--- src/rtl/stpmtr_pkg.sv ---
// ---------------------------------------------------------------------------
// stpmtr_pkg
// Shared definitions for the stepper-motor phase sequencer:
//   - state_t     : sequencer FSM encoding (IDLE / RUN / DONE)
//   - PHASE_TABLE : 8-entry coil pattern table, entry n in bits [4n+3:4n]
//   - phase_of()  : idx[2:0] -> coil[3:0] lookup into PHASE_TABLE
// Coil bit order everywhere is {A,B,C,D}.
// ---------------------------------------------------------------------------
package stpmtr_pkg;

  typedef enum logic [1:0] {
    ST_IDLE = 2'd0,
    ST_RUN  = 2'd1,
    ST_DONE = 2'd2
  } state_t;

  // Even entries energise one coil (wave drive), odd entries energise two
  // adjacent coils (two-phase drive). Full-step moves by 2 keep the parity.
  localparam logic [31:0] PHASE_TABLE = {
    4'b1001,  // idx 7
    4'b0001,  // idx 6
    4'b0011,  // idx 5
    4'b0010,  // idx 4
    4'b0110,  // idx 3
    4'b0100,  // idx 2
    4'b1100,  // idx 1
    4'b1000   // idx 0
  };

  function automatic logic [3:0] phase_of(input logic [2:0] idx);
    return PHASE_TABLE[{idx, 2'b00} +: 4];
  endfunction

endpackage

--- src/rtl/stpmtr_phase.sv ---
// ---------------------------------------------------------------------------
// stpmtr_phase
// Purely combinational phase lookup: sequence index -> coil pattern.
// Ports:
//   i_idx   in  3  sequence index 0..7
//   o_coil  out 4  coil pattern {A,B,C,D} for that index
// ---------------------------------------------------------------------------
module stpmtr_phase
  import stpmtr_pkg::*;
(
  input  logic [2:0] i_idx,
  output logic [3:0] o_coil
);

  always_comb begin
    o_coil = phase_of(i_idx);
  end

endmodule

--- src/rtl/stpmtr_seq.sv ---
// ---------------------------------------------------------------------------
// stpmtr_seq
// Stepper-motor phase sequencer. One motor step per rising edge of rate_i
// (the clkgen output, already synchronous to clk_i). Accepts a move command
// (step count, direction, full/half step), walks the 8-entry phase table and
// tracks the net signed position.
//
// Command handshake: a command transfers on a clk_i edge where
// cmd_valid_i & cmd_ready_o are both high. cmd_ready_o is high only in IDLE;
// cmd_valid_i may stay high, nothing is queued, and the command fields are
// sampled only in the transfer cycle.
//
// Ports:
//   clk_i        in   1      system clock
//   rst_i        in   1      synchronous reset, active-high
//   rate_i       in   1      step-rate clock from clkgen
//   cmd_valid_i  in   1      command valid
//   cmd_ready_o  out  1      command ready (IDLE only)
//   cmd_steps_i  in   STEPW  steps to move
//   cmd_dir_i    in   1      1 = forward, 0 = reverse
//   cmd_half_i   in   1      1 = half-step, 0 = full-step
//   abort_i      in   1      end the current move at the next clock
//   coil_o       out  4      registered coil drive {A,B,C,D}
//   busy_o       out  1      high in RUN
//   done_o       out  1      one-cycle pulse when a move ends
//   pos_o        out  POSW   net signed step count since reset (wraps)
//   dbg_state_o  out  2      current FSM state
// ---------------------------------------------------------------------------
module stpmtr_seq
  import stpmtr_pkg::*;
#(
  parameter int STEPW = 16,
  parameter int POSW  = 16,
  parameter bit HOLD  = 1'b1
) (
  input  logic             clk_i,
  input  logic             rst_i,
  input  logic             rate_i,
  input  logic             cmd_valid_i,
  output logic             cmd_ready_o,
  input  logic [STEPW-1:0] cmd_steps_i,
  input  logic             cmd_dir_i,
  input  logic             cmd_half_i,
  input  logic             abort_i,
  output logic [3:0]       coil_o,
  output logic             busy_o,
  output logic             done_o,
  output logic [POSW-1:0]  pos_o,
  output state_t           dbg_state_o
);

  state_t           r_state;
  state_t           w_state_nxt;
  logic             r_rate_q;
  logic [2:0]       r_idx;
  logic [STEPW-1:0] r_remaining;
  logic [POSW-1:0]  r_pos;
  logic             r_dir;
  logic             r_half;
  logic [3:0]       r_coil;

  logic             w_tick;
  logic             w_accept;
  logic             w_abort;
  logic             w_step;
  logic [2:0]       w_delta;
  logic [3:0]       w_phase;

  // rate_i comes from clkgen on the same clock, so one register is enough
  // for edge detection; no synchroniser.
  assign w_tick   = rate_i & ~r_rate_q;
  assign w_accept = cmd_valid_i & (r_state == ST_IDLE);
  assign w_abort  = abort_i & (r_state == ST_RUN);
  // Abort beats a coincident tick: no step is taken in that cycle.
  assign w_step   = (r_state == ST_RUN) & w_tick & ~abort_i;
  assign w_delta  = r_half ? 3'd1 : 3'd2;

  stpmtr_phase u_phase (
    .i_idx  (r_idx),
    .o_coil (w_phase)
  );

  // State register
  always_ff @(posedge clk_i) begin
    if (rst_i) begin
      r_state <= ST_IDLE;
    end else begin
      r_state <= w_state_nxt;
    end
  end

  // Next-state logic
  always_comb begin
    w_state_nxt = r_state;
    case (r_state)
      ST_IDLE: begin
        if (w_accept) begin
          w_state_nxt = (cmd_steps_i == '0) ? ST_DONE : ST_RUN;
        end
      end
      ST_RUN: begin
        if (abort_i) begin
          w_state_nxt = ST_DONE;
        end else if (w_tick && (r_remaining == STEPW'(1))) begin
          w_state_nxt = ST_DONE;
        end
      end
      ST_DONE: begin
        w_state_nxt = ST_IDLE;
      end
      default: begin
        w_state_nxt = ST_IDLE;
      end
    endcase
  end

  // Output logic
  always_comb begin
    cmd_ready_o = (r_state == ST_IDLE);
    busy_o      = (r_state == ST_RUN);
    done_o      = (r_state == ST_DONE);
    dbg_state_o = r_state;
    coil_o      = r_coil;
    pos_o       = r_pos;
  end

  // Datapath: edge detector, command latch, index/position/remaining, coil.
  always_ff @(posedge clk_i) begin
    if (rst_i) begin
      r_rate_q    <= 1'b0;
      r_idx       <= 3'd0;
      r_remaining <= '0;
      r_pos       <= '0;
      r_dir       <= 1'b0;
      r_half      <= 1'b0;
      r_coil      <= HOLD ? phase_of(3'd0) : 4'b0000;
    end else begin
      r_rate_q <= rate_i;

      if (w_accept) begin
        r_dir       <= cmd_dir_i;
        r_half      <= cmd_half_i;
        r_remaining <= cmd_steps_i;
      end else if (w_abort) begin
        r_remaining <= '0;
      end else if (w_step) begin
        r_remaining <= r_remaining - STEPW'(1);
        r_idx       <= r_dir ? (r_idx + w_delta) : (r_idx - w_delta);
        r_pos       <= r_dir ? (r_pos + POSW'(1)) : (r_pos - POSW'(1));
      end

      // Coil follows the index one cycle later; with HOLD=0 it drops to
      // zero once the sequencer has returned to IDLE.
      if (HOLD || (r_state != ST_IDLE)) begin
        r_coil <= w_phase;
      end else begin
        r_coil <= 4'b0000;
      end
    end
  end

endmodule
--- config.mk ---
export PLATFORM = sky130hd
export DESIGN_NAME = stpmtr_seq
export DESIGN_NICKNAME = d
export VERILOG_FILES = /design/src/rtl/stpmtr_pkg.sv /design/src/rtl/stpmtr_phase.sv /design/src/rtl/stpmtr_seq.sv
export SDC_FILE = /design/constraint.sdc
export NUM_CORES = 1
export LEC_CHECK = 0
export ABC_CLOCK_PERIOD_IN_PS = 3700
export CORE_ASPECT_RATIO = 0.5
export CORE_UTILIZATION = 57
export DETAILED_ROUTE_END_ITERATION = 8
export PLACE_DENSITY_LB_ADDON = 0.25
export SYNTH_ARGS = -nofsm -noshare
export SYNTH_HDL_FRONTEND = slang
export SYNTH_SLANG_ARGS = --single-unit
--- constraint.sdc ---
create_clock -name clk_i -period 3.7 [get_ports clk_i]
set_input_delay 0.37 -clock clk_i [delete_from_list [all_inputs] [get_ports clk_i]]
set_output_delay 0.37 -clock clk_i [all_outputs]
set_load 0.1 [all_outputs]
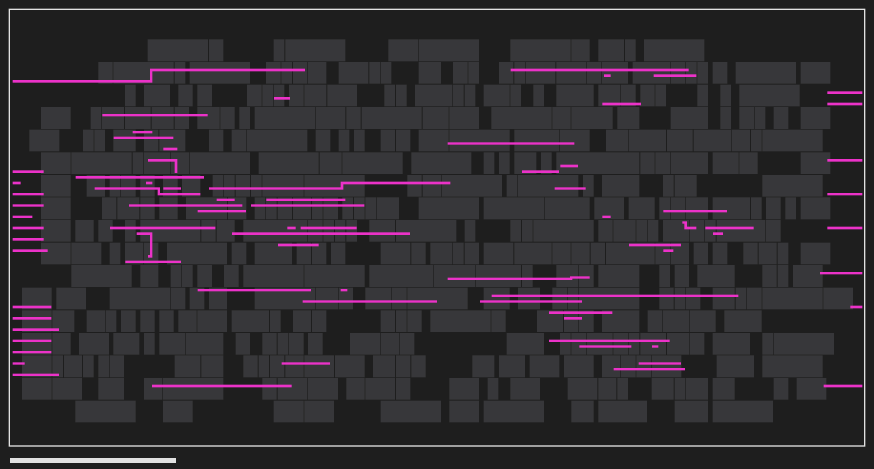
(images/m3.png)
The bar under the picture is 20 um long.
main direction: horizontal
wire length on this layer: 539 um
nets with wire on the layer: 62

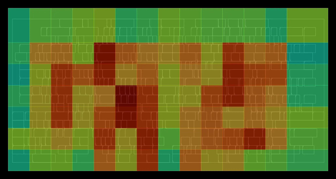
(images/congestion_map.png)
met3 usage: 0.0667
average wire per standard cell: 16.0 um
Top Usage Layer GRT: met2
global-route track usage on met2: 0.540
total global routing track utilization: 0.299

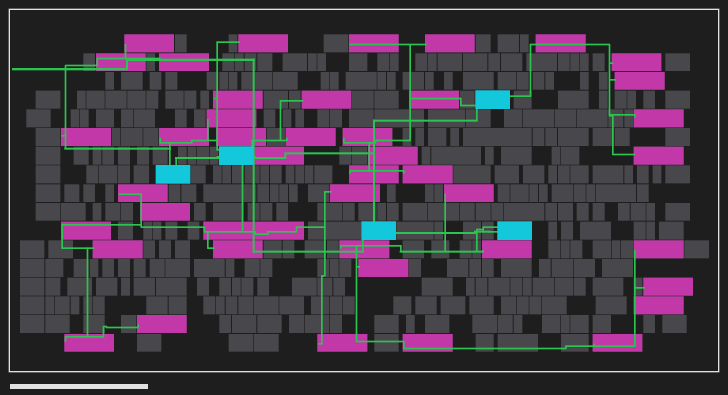
(images/clock_wires.png)
The bar under the picture is 20 um long.
[green] clock wires | length: 625 um
[cyan] clock-net drivers | count: 5
[magenta] flip-flops | count: 44
routed clock nets: 6
flops lie: spread over the die

==> notes.md <==
Update from the flow run.

Of all cell types, the one taking the most synthesized area is sky130_fd_sc_hd__dfxtp_1. Leaving out fill and tap cells, the most frequent cells in the layout are 54 x sky130_fd_sc_hd__a21oi_1, 47 x sky130_fd_sc_hd__clkdlybuf4s50_1, 45 x sky130_fd_sc_hd__nand2_1. The reg-to-reg setup timing slack is 0.78 ns. The area enclosed by the die boundary is 5400 um^2. Synthesis produced a netlist with a net count of 408. The total clock buffers created by CTS is 5. The finished cells cover 3480 um^2. The share of final-layout standard cells stronger than drive strength 1 is 0.0617.

TritonCTS built the clock tree. The number of vias per cell after detailed routing is 6.22. The initial core utilization is 0.626. The count of buffers added on input and output ports is about 47.

The maximum count of clock buffers along a single path is 2. The fraction of the yosys area taken by sequential cells is 0.303. Per the synth stats, the proportion of register bits with asynchronous set or reset is 0.

Buffers added to address setup during post-CTS repair amount to 0. The worst setup path is of the flop to flop kind. The detailed router placed 2930 vias in this run. The power per cell area is 429 nW/um^2.

The internal power is 874 uW. Measured along the x axis, the die boundary spans around 100 um. The largest individual stage delay along the critical path comes from the cell sky130_fd_sc_hd__ha_1. Setup repair after global routing left no endpoint under its margin. The final sum of negative setup slack is 0 ns. For this run, the share of the core covered by cells in the final layout is 0.750.

The area fraction of the largest cell type after synthesis is 0.303. The peak per-stage delay on the critical path is around 0.47 ns. The yosys synthesis warning count is 0.

The post-CTS clock slew at the launch and capture registers of the worst setup and hold paths is 0.08 ns. The largest net degree at the start of global routing is 29. The final tally of hold violations is 0. The maximum resistive drop on vdd is ~0.00027 V. Checking max transition, the worst relative margin is 0.243. In this run, placement finished with an instance count of 464. The post-layout period usage of the worst path is 0.789. The run finished with clean final reports. The insertion delay to the later sink of the worst-skew pair is approximately 0.3 ns. The startpoint type of the worst setup path is a flop.

The tally of unique sky130hd cells used after synthesis is 62. The via count of the first global-routing pass is around 2700. The cell count after synthesis came out at ~370. The total inserted antenna cells is 0. The area of the synthesized netlist per yosys stat is 2900 um^2. According to the timing report, the arrival time at the worst endpoint equals 3.15 ns. STA lists the maximum fanout along the critical path as 16.

In this run the standard cell core region covers 4640 um^2. The cell total in the yosys stat output is 366. The sum of net half-perimeters after detailed placement is 5230 um. The main flop type after synthesis is sky130_fd_sc_hd__dfxtp_1.

The post-route non-filler standard cell count is approximately 470. The number of nets in the final layout is 447. The leakage power is ~1.3 nW. Counting every sink on the clock net gives ~44.
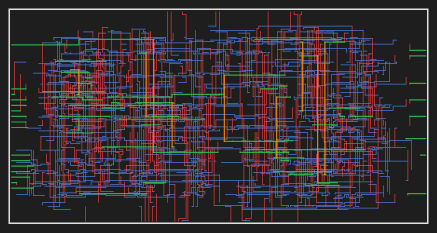
(images/layers.png)
| color | layer | wire length |
|---|---|---|
| blue | M1 | 3160 um |
| green | M3 | 539 um |
| red | M2 | 3680 um |
| orange | M4 | 173 um |

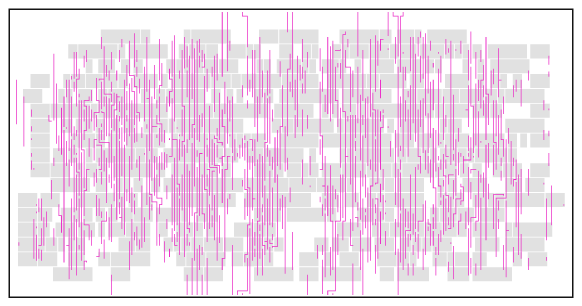
(images/m2.png)
longest straight run: 24.1 um
wire length on this layer: 3680 um
share of all routed wire: 49%
main direction: vertical
nets with wire on the layer: 387

-- stage by stage --
stage	hold slack [ns]	setup WS, ns
floorplan	0.453	0.339
global placement	0.463	0.991
detailed placement	0.467	0.823
CTS	0.478	0.812
global route	0.495	0.615
finish	0.477	0.781
-- state kept, by name, indices dropped and copies added, names as in the netlist --
register and flops:
pos_o 16, r_remaining 16, coil_o 4, r_idx 3, dbg_state_o 2, r_dir 1, r_half 1, r_rate_q 1
-- per-layer routing --
metal  wire, um  part of all wire  up-vias
met3        538             0.071       19
met5          0                 0        -
li1           -                 -     1412
met1       3160              0.42     1376
met4        172             0.023        0
met2       3680              0.49      123
-- path summary, 6_finish.rpt --
path         startpoint         to  cells past startpoint
max               r_dir  pos_o[12]                      9
min            pos_o[7]   pos_o[7]                      2
max reg2reg       r_dir  pos_o[12]                      9
min reg2reg    pos_o[7]   pos_o[7]                      2
-- synth_stat cells, drive strengths merged, types with 3 or more instances --
cell	number
nand3	7
nor3	21
ha	17
dfxtp	44
nand3b	4
nor2	29
clkbuf	12
o21ai	17
o211ai	5
a31oi	8
buf	6
nor4b	3
a41oi	3
nor2b	6
nand2b	3
xnor2	8
a21o	5
nand2	45
o21a	4
inv	13
a211oi	4
nor4	8
a21oi	55
-- power by group through the flow --
| stage | logic, mW | registers, mW | clock network [mW] |
|---|---|---|---|
| finish | 0.629 | 0.561 | 0.300 |
| global route | 0.682 | 0.566 | 0.316 |
| CTS | 0.622 | 0.559 | 0.299 |
| detailed placement | 0.614 | 0.569 | 0 |
| global placement | 0.590 | 0.565 | 0 |
| floorplan | 0.409 | 0.635 | 0 |
-- cell type report --
| type | count | area, um^2 |
|---|---|---|
| clock buffer | 6 | 72.6 |
| clock inverter | 1 | 5.00 |
| fill | 356 | 1160 |
| inverter | 13 | 48.8 |
| multi-input combinational | 291 | 1890 |
| sequential | 44 | 881 |
| tap | 66 | 82.6 |
| timing repair buffer | 50 | 493 |
-- logic make-up after synthesis --
group	count (synthesis)	synth area share
xor+xnor	9	0.0272
simple gates	141	0.253
flops	44	0.303
buf+inv	31	0.0440
compound gates	118	0.269
mux	4	0.0172
fa+ha+maj	19	0.0871
-- worst register-to-register path: cells and delay by family (launching register included) --
kind | cells | cell delay (ns)
DFF | 1 | 0.44
adders and majority gates | 1 | 0.47
buffers and inverters | 1 | 0.32
and+or+nand+nor | 1 | 0.26
AOI/OAI and AO/OA | 6 | 1.35
Power is estimated from default activity; no workload was simulated.
